File: src/rtl/cpu_ctrl_pkg.sv
// Shared control-flow encodings for the PC redirect path.
// Op codes, branch conditions, flag bit positions and FSM states.
package cpu_ctrl_pkg;

    typedef enum logic [2:0] {
        CF_NONE = 3'd0,
        CF_BR   = 3'd1,
        CF_JMP  = 3'd2,
        CF_CALL = 3'd3,
        CF_RET  = 3'd4,
        CF_JR   = 3'd5
    } cf_op_e;

    typedef enum logic [2:0] {
        C_NEQ = 3'd0,
        C_EQ  = 3'd1,
        C_GT  = 3'd2,
        C_LT  = 3'd3,
        C_GTE = 3'd4,
        C_LTE = 3'd5,
        C_OVF = 3'd6,
        C_UNC = 3'd7
    } cond_e;

    localparam int FLAG_Z = 2;
    localparam int FLAG_N = 1;
    localparam int FLAG_V = 0;

    typedef enum logic {
        ST_IDLE     = 1'b0,
        ST_REDIRECT = 1'b1
    } pc_state_e;

    // Evaluate a branch condition against a {Z,N,V} flag vector.
    function automatic logic cond_met(
        input logic [2:0] c,
        input logic [2:0] f
    );
        logic z;
        logic n;
        logic v;
        z = f[FLAG_Z];
        n = f[FLAG_N];
        v = f[FLAG_V];
        cond_met = 1'b1;
        case (c)
            C_NEQ:   cond_met = !z;
            C_EQ:    cond_met = z;
            C_GT:    cond_met = !z && !n;
            C_LT:    cond_met = n;
            C_GTE:   cond_met = !n;
            C_LTE:   cond_met = z || n;
            C_OVF:   cond_met = v;
            default: cond_met = 1'b1;
        endcase
    endfunction

endpackage

File: src/rtl/return_addr_stack.sv
// Circular return-address stack; a full push overwrites the oldest entry.
// Popping an empty stack yields 0. Errors are single-cycle pulses.
module return_addr_stack #(
    parameter int ADDR_W    = 32,
    parameter int RAS_DEPTH = 8
) (
    input  logic              clk,
    input  logic              rst,
    input  logic              push,
    input  logic              pop,
    input  logic [ADDR_W-1:0] din,
    output logic [ADDR_W-1:0] dout,
    output logic              overflow,
    output logic              underflow
);

    localparam int PW = $clog2(RAS_DEPTH);
    localparam int CW = $clog2(RAS_DEPTH + 1);

    logic [ADDR_W-1:0] r_mem [RAS_DEPTH];
    logic [PW-1:0]     r_ptr;
    logic [CW-1:0]     r_cnt;
    logic [PW-1:0]     w_top;
    logic              w_full;
    logic              w_empty;

    assign w_top     = r_ptr - PW'(1);
    assign w_full    = (r_cnt == CW'(RAS_DEPTH));
    assign w_empty   = (r_cnt == '0);
    assign dout      = w_empty ? '0 : r_mem[w_top];
    assign overflow  = push && w_full;
    assign underflow = pop && !push && w_empty;

    // Pointer/count update; pointer wraps naturally (power-of-2 depth).
    always_ff @(posedge clk) begin
        if (!rst) begin
            r_ptr <= '0;
            r_cnt <= '0;
        end else if (push) begin
            r_ptr <= r_ptr + PW'(1);
            if (!w_full) begin
                r_cnt <= r_cnt + CW'(1);
            end
        end else if (pop && !w_empty) begin
            r_ptr <= w_top;
            r_cnt <= r_cnt - CW'(1);
        end
    end

    // Entry storage; contents need no reset since count guards reads.
    always_ff @(posedge clk) begin
        if (push) begin
            r_mem[r_ptr] <= din;
        end
    end

endmodule

File: src/rtl/pc_control_unit.sv
// Fetch-redirect producer: flags, branch evaluation, RAS and hold FSM.
// A registered redirect is held until fetch consumes it (hazard low).
module pc_control_unit
    import cpu_ctrl_pkg::*;
#(
    parameter int ADDR_W    = 32,
    parameter int RAS_DEPTH = 8
) (
    input  logic              clk,
    input  logic              rst,
    input  logic              op_valid,
    input  logic [2:0]        op,
    input  logic [2:0]        cond,
    input  logic [ADDR_W-1:0] pc_plus1,
    input  logic [ADDR_W-1:0] imm,
    input  logic [ADDR_W-1:0] reg_target,
    input  logic              flags_we,
    input  logic [2:0]        flags_in,
    input  logic              hazard,
    output logic              PC_src,
    output logic [ADDR_W-1:0] PC_control,
    output logic              flush,
    output logic              ras_err
);

    pc_state_e         r_state;
    pc_state_e         w_state_nxt;
    logic [2:0]        r_flags;
    logic [ADDR_W-1:0] r_target;
    logic              r_ras_err;

    logic              w_accept;
    logic              w_redir;
    logic [ADDR_W-1:0] w_target;
    logic              w_push;
    logic              w_pop;
    logic [ADDR_W-1:0] w_ras_dout;
    logic              w_ovf;
    logic              w_unf;

    assign w_accept = (r_state == ST_IDLE) && op_valid;
    assign w_push   = w_accept && (op == CF_CALL);
    assign w_pop    = w_accept && (op == CF_RET);

    return_addr_stack #(
        .ADDR_W   (ADDR_W),
        .RAS_DEPTH(RAS_DEPTH)
    ) u_ras (
        .clk      (clk),
        .rst      (rst),
        .push     (w_push),
        .pop      (w_pop),
        .din      (pc_plus1),
        .dout     (w_ras_dout),
        .overflow (w_ovf),
        .underflow(w_unf)
    );

    // Target select; branches use the registered (old) flags.
    always_comb begin
        w_redir  = 1'b0;
        w_target = '0;
        case (op)
            CF_BR: begin
                w_redir  = cond_met(cond, r_flags);
                w_target = pc_plus1 + imm;
            end
            CF_JMP, CF_CALL: begin
                w_redir  = 1'b1;
                w_target = imm;
            end
            CF_RET: begin
                w_redir  = 1'b1;
                w_target = w_ras_dout;
            end
            CF_JR: begin
                w_redir  = 1'b1;
                w_target = reg_target;
            end
            default: begin
                w_redir  = 1'b0;
                w_target = '0;
            end
        endcase
    end

    // Next state: enter on an accepted redirect, leave when fetch takes it.
    always_comb begin
        w_state_nxt = r_state;
        case (r_state)
            ST_IDLE: begin
                if (w_accept && w_redir) begin
                    w_state_nxt = ST_REDIRECT;
                end
            end
            ST_REDIRECT: begin
                if (!hazard) begin
                    w_state_nxt = ST_IDLE;
                end
            end
            default: w_state_nxt = ST_IDLE;
        endcase
    end

    // State, held target, flags and sticky stack error.
    always_ff @(posedge clk) begin
        if (!rst) begin
            r_state   <= ST_IDLE;
            r_target  <= '0;
            r_flags   <= '0;
            r_ras_err <= 1'b0;
        end else begin
            r_state <= w_state_nxt;
            if (w_accept && w_redir) begin
                r_target <= w_target;
            end
            if (flags_we) begin
                r_flags <= flags_in;
            end
            if (w_ovf || w_unf) begin
                r_ras_err <= 1'b1;
            end
        end
    end

    assign PC_src     = (r_state == ST_REDIRECT);
    assign PC_control = r_target;
    assign flush      = PC_src && !hazard;
    assign ras_err    = r_ras_err;

endmodule

File: config.mk
export PLATFORM = sky130hd
export DESIGN_NAME = pc_control_unit
export DESIGN_NICKNAME = d
export VERILOG_FILES = /design/src/rtl/cpu_ctrl_pkg.sv /design/src/rtl/return_addr_stack.sv /design/src/rtl/pc_control_unit.sv
export SDC_FILE = /design/constraint.sdc
export NUM_CORES = 1
export LEC_CHECK = 0
export ABC_AREA = 1
export ABC_CLOCK_PERIOD_IN_PS = 5400
export CAP_MARGIN = 20
export CORE_AREA = 2 2 227 229
export CTS_BUF_LIST = sky130_fd_sc_hd__clkbuf_8
export CTS_CLUSTER_DIAMETER = 120
export CTS_CLUSTER_SIZE = 14
export DETAILED_ROUTE_END_ITERATION = 8
export DIE_AREA = 0 0 229 231
export GPL_TIMING_DRIVEN = 0
export SETUP_SLACK_MARGIN = 0.3
export SYNTH_ARGS = -nofsm -noshare
export SYNTH_HDL_FRONTEND = slang
export SYNTH_SLANG_ARGS = --single-unit
File: constraint.sdc
create_clock -name clk -period 5.4 [get_ports clk]
set_input_delay 1.08 -clock clk [delete_from_list [all_inputs] [get_ports clk]]
set_output_delay 1.08 -clock clk [all_outputs]
set_load 0.01 [all_outputs]
==> results.py, run 1 <==
# Flow results
metrics = {
    "status": {
        "status": "completed",
    },
    "cts": {
        "postCtsSetupBuffers": 0,
        "tritoncts": "yes",
    },
    "synth": {
        "syn-num-nets": 1766,
        "ys_sh_adder": 0.0335,
        "edf_count": 256,
        "yosys_area_um2": 15000,
    },
    "setup_path": {
        "criticalPathCategory": "in2reg",
        "rr_endpoint": "PC_control[19]$_SDFFE_PN0P_",
        "crit_end": "u_ras.r_mem[7][23]$_DFFE_PP_",
        "crit_path_top_delay_cell": "nor3_2",
    },
    "floorplanning": {
        "floorplan.core_util": 0.296,
        "fp.dieH_um": 231,
    },
    "cells_and_area": {
        "final_area_um2": 18000,
        "mostFrequentLayoutCells": "363 x nand2_1, 256 x edfxtp_1, 217 x nor2_1",
    },
    "power": {
        "power_switching_mw": 1.29,
        "ir_worst_vdd_v": 0.000167,
    },
    "drt": {
        "via_per_inst": 4.96,
        "vias": 12430,
    },
    "grt": {
        "grt_max_degree": 26,
        "grt.overflow.total": 0,
        "grt_pass1_wl_mm": 77.2,
    },
    "min_path": {
        "holdPathEnd": "PC_control[8]$_SDFFE_PN0P_",
    },
    "sta": {
        "relSlewSlack": 0.368,
        "post-route-period-util": 0.673,
        "setup_viol": 0,
        "maxSlewViolCount": 0,
    },
}
==> run 1: cell usage after synthesis (all sizes together), types with 16 or more instances <==
library cell  number  share of area
clkbuf            26         0.0068
edfxtp           256           0.51
nand2            365          0.092
nand3             97          0.033
nor2             222          0.056
ha                37          0.031
o211ai            47          0.026
o21ai            156          0.052
dfxtp             44          0.059
inv              164          0.041
buf               46          0.021
a21oi             72          0.026
o221ai            16         0.0093
==> run 1: flip-flops by register name, indices dropped and copies added, names as in the netlist <==
register,cells
r_flags,3
ras_err,1
u_ras.r_cnt,4
PC_src,1
u_ras.r_ptr,3
PC_control,32
u_ras.r_mem,256
==> run 1: final cells by class <==
cell class                      instances  area, um2  area share
Antenna cell                            1       2.50    0.000139
Buffer                                 72        409      0.0227
Clock buffer                           25        344      0.0191
Clock inverter                         20       87.6     0.00486
Inverter                              165        622      0.0345
Multi-Input combinational cell       1080       5460       0.303
Sequential cell                       300       8570       0.475
Tap cell                              680        851      0.0472
Timing Repair Buffer                  161       1690      0.0936
==> run 1: layer usage <==
| metal | share of wire | vias to the layer above | track usage |
|---|---|---|---|
| met2 | 0.45 | 543 | 0.316 |
| li1 | - | 5895 | - |
| met1 | 0.43 | 5894 | 0.263 |
| met5 | 0 | - | 0 |
| met3 | 0.075 | 98 | 0.0284 |
| met4 | 0.041 | 0 | 0.0791 |
==> run 1: metrics by stage <==
step | utilization | cells | setup TNS (ns) | hold WS [ns]
after floorplan | - | 1617 | 0 | 0.446
after global placement | 0.341 | 2441 | -258.10 | 0.456
after detailed placement | 0.347 | 2458 | 0 | 0.460
after CTS | 0.356 | 2503 | 0 | 0.474
after global routing | 0.356 | 2504 | 0 | 0.493
final | 0.356 | 2504 | 0 | 0.472
Run 1, signal wires by layer:
Bar = 50 um.
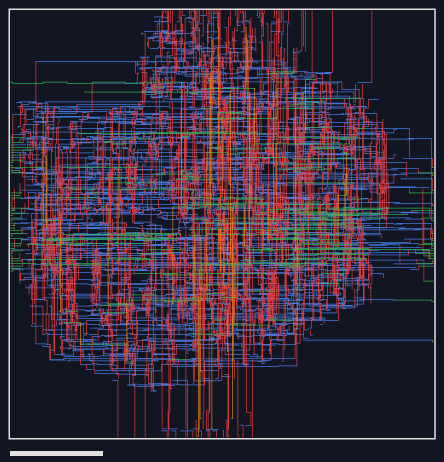
[orange] M4 | wire length: 2,130 um
[red] M2 | wire length: 23.6 mm
[blue] M1 | wire length: 22.7 mm
[green] M3 | wire length: 3,940 um

Run 1, cell sizes after repair:
Bar = 50 um.
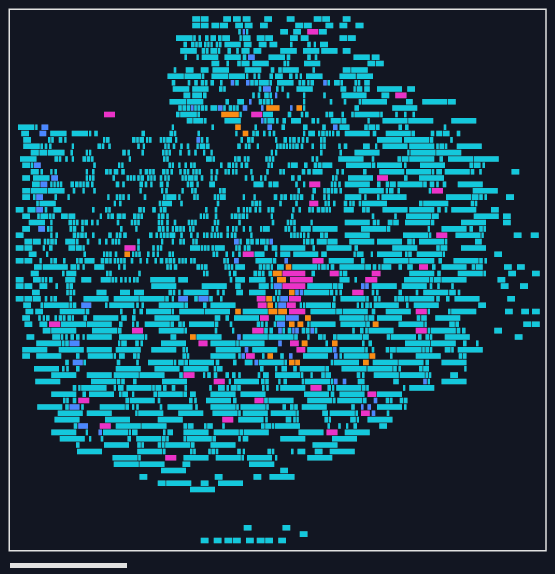
[cyan] x1 and smaller | cells: 1,685 | share: 92% | most used: nand2_1
[blue] x2 | cells: 65 | share: 3.6% | most used: buf_2
[magenta] x6 and larger | cells: 46 | share: 2.5% | most used: clkbuf_8
[orange] x3 and x4 | cells: 27 | share: 1.5% | most used: buf_4

Run 1, clock routing:
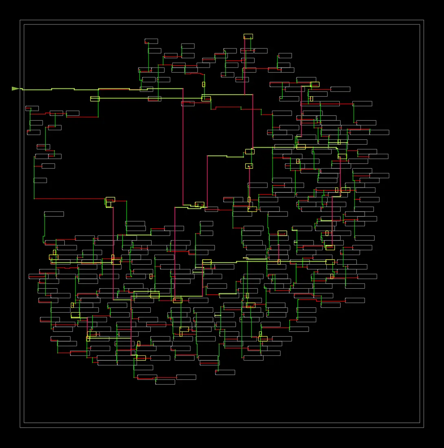
TritonCTS Buffers: 25
Latency at later pin: 0.64 ns

Run 1, where the registers sit:
Bar = 50 um.
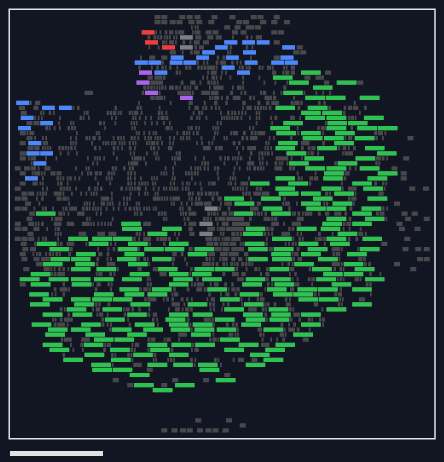
[red] r_flags | sequential cells: 3
[purple] u_ras.r_cnt | sequential cells: 4
[blue] PC_control | sequential cells: 32
[green] u_ras.r_mem | sequential cells: 256
not colored: 5
Seq group: 2.53 mW
Core Util, Final: 0.356
register area: 8570 um2

Run 1, I/O nets highlighted:
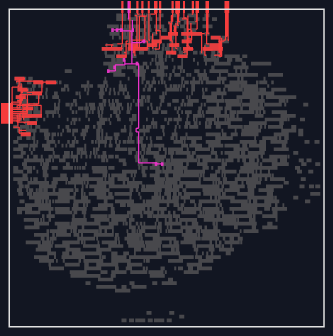

==> inputs of run 2 (changes only) <==
--- a/config.mk
+++ b/config.mk
@@ -6,7 +6,7 @@
 export NUM_CORES = 1
 export LEC_CHECK = 0
 export ABC_AREA = 1
-export ABC_CLOCK_PERIOD_IN_PS = 5400
+export ABC_CLOCK_PERIOD_IN_PS = 3400
 export CAP_MARGIN = 20
 export CORE_AREA = 2 2 227 229
 export CTS_BUF_LIST = sky130_fd_sc_hd__clkbuf_8
==> constraint.sdc (replaced) <==
create_clock -name clk -period 3.4 [get_ports clk]
set_input_delay 0.68 -clock clk [delete_from_list [all_inputs] [get_ports clk]]
set_output_delay 0.68 -clock clk [all_outputs]
set_load 0.01 [all_outputs]
Run 2, I/O nets highlighted:
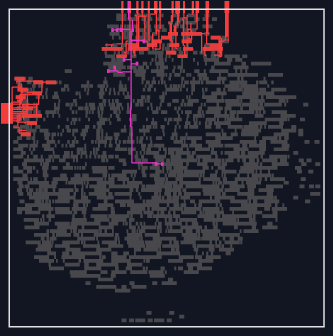
[magenta] rst | bits: 1 | direction: input | edge: north | end cells: 11 | buffers: 2 | wire: 191 um
[red] PC_control | bits: 32 | direction: output | edge: 21 north, 11 west | end cells: 32 | buffers: 32 | wire: 1,080 um

Run 2, where the registers sit:
Bar = 50 um.
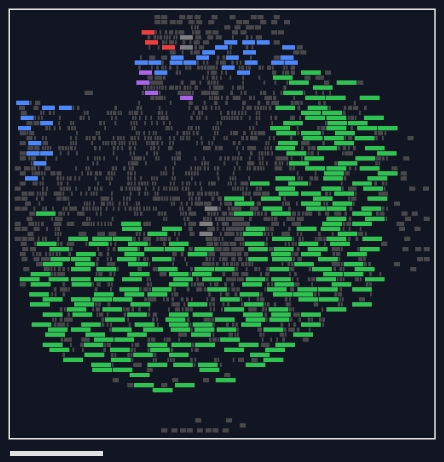
[purple] u_ras.r_cnt | sequential cells: 4
[green] u_ras.r_mem | sequential cells: 256
[blue] PC_control | sequential cells: 32
[red] r_flags | sequential cells: 3
not colored: 5

==> run 2 against run 1 <==
  * Worst hold slack barely moved
  * Clock skew is essentially flat
  * Via count up 0.23%
  * Critical path depth is the same
  * Highest routed layer unchanged
==> results.py, run 2 <==
# Flow results
metrics = {
    "status": {
        "status": "completed",
    },
    "place": {
        "place_inst": 2458,
        "gp_congestion": 0.932,
    },
    "cts": {
        "postCtsSetupBuffers": 0,
        "numCtsBuffers": 25,
        "tritoncts": "yes",
        "cts.sinks": 300,
        "worstSkewPairLatency_ns": 0.63,
    },
    "drt": {
        "wl_per_cell_um": 21.0,
        "m1WireLength_mm": 22.6,
        "via_per_inst": 4.98,
        "dr.max_layer_used": "met4",
        "met2_length_mm": 23.7,
        "met3WireLength_mm": 4.10,
        "vias": 12458,
    },
    "grt": {
        "grt_pass1_vias": 12100,
        "grt.overflow.total": 0,
        "grt_max_degree": 26,
        "grt_pass1_wl_mm": 76.9,
    },
    "min_path": {
        "min_from": "PC_control[8]$_SDFFE_PN0P_",
    },
    "setup_path": {
        "critPathLaunchType": "input port",
        "rr_startpoint": "u_ras.r_ptr[0]$_SDFFE_PN0P_",
        "criticalPathCategory": "in2reg",
        "startpoint": "op[2]",
        "crit_path_top_delay_cell": "nor3_4",
    },
    "floorplanning": {
        "fp.dieH_um": 231,
        "floorplan.core_util": 0.296,
    },
    "sta": {
        "relSlewSlack": 0.391,
        "maxSlewViolCount": 0,
        "setup_viol": 0,
        "hold_viol_final": 0,
        "tns_ns": 0,
        "post-route-period-util": 0.892,
        "hold-worst-slack_ns": 0.472,
    },
    "cells_and_area": {
        "largest_reg_flops": 256,
        "mostFrequentLayoutCells": "363 x nand2_1, 256 x edfxtp_1, 217 x nor2_1",
        "layout-drive-gt1-share": 0.0784,
        "regMostFlops": "u_ras.r_mem",
        "final_area_um2": 18100,
        "finalNonFillerCells": 2504,
        "final_core_utilization": 0.357,
    },
    "synth": {
        "netlist_top_cells_count": "363 x nand2_1, 256 x edfxtp_1, 221 x nor2_1",
        "yosys_area_um2": 15000,
        "top_area_frac": 0.512,
        "edf_count": 256,
        "area_leaders": "edfxtp_1 51%, nand2_1 9.1%, dfxtp_1 5.9%",
        "top_area_cell": "edfxtp_1",
        "syn-num-nets": 1766,
    },
    "power": {
        "ir_worst_vdd_v": 0.000258,
        "power_mw": 7.18,
    },
}
run 2: worst paths after layout:
check        slack (ns)                            to
max reg2reg        0.41   PC_control[19]$_SDFFE_PN0P_
max                0.37  u_ras.r_mem[7][23]$_DFFE_PP_
min                0.47    PC_control[8]$_SDFFE_PN0P_
min reg2reg        0.47    PC_control[8]$_SDFFE_PN0P_
run 2: routing by layer:
layer  vias to the layer above  global-route usage
met3                        93              0.0351
met4                         0              0.0802
met2                       559               0.315
met5                         -                   0
li1                       5891                   -
met1                      5915               0.258
run 2: tightest hold or removal path, cell delays in order (launching register included):
cell     delay (ns)
dfxtp_1        0.32
nand2_1        0.06
a21oi_1        0.05
run 2: cells by family (layout without fill, tap and decap cells):
kind of cell             after synthesis  in the layout  synth area share
AND/OR/NAND/NOR                      713            713             0.193
AND-OR/OR-AND                        321            321             0.129
flip-flops                           300            300             0.571
buffers and inverters                237            443            0.0687
adder cells (fa/ha/maj)               39             39            0.0335
XOR/XNOR                               7              7           0.00459
other                                  0              1                 0
run 2: cell type report:
type	instances	area, um2
fill	5216	32600
sequential	300	8570
multi-input combinational	1080	5490
timing repair buffer	161	1690
tap	680	851
inverter	165	622
buffer	72	425
clock buffer	25	344
clock inverter	20	87.6
antenna	1	2.50
run 2: timing repair:
| action | 4_1_cts | 5_1_grt |
|---|---|---|
| resized | 5 | 7 |
| pin swaps | 2 | 3 |
| endpoints found under the setup margin | 9 | 68 |
run 2: power by group:
part / total, mW / internal (mW) / switching (mW)
clock: 1.97 / 0.698 / 1.27
combinational: 1.18 / 0.422 / 0.761
sequential: 4.02 / 4.01 / 0.0137
No activity file was given, so power comes from the tool's default toggle rates.
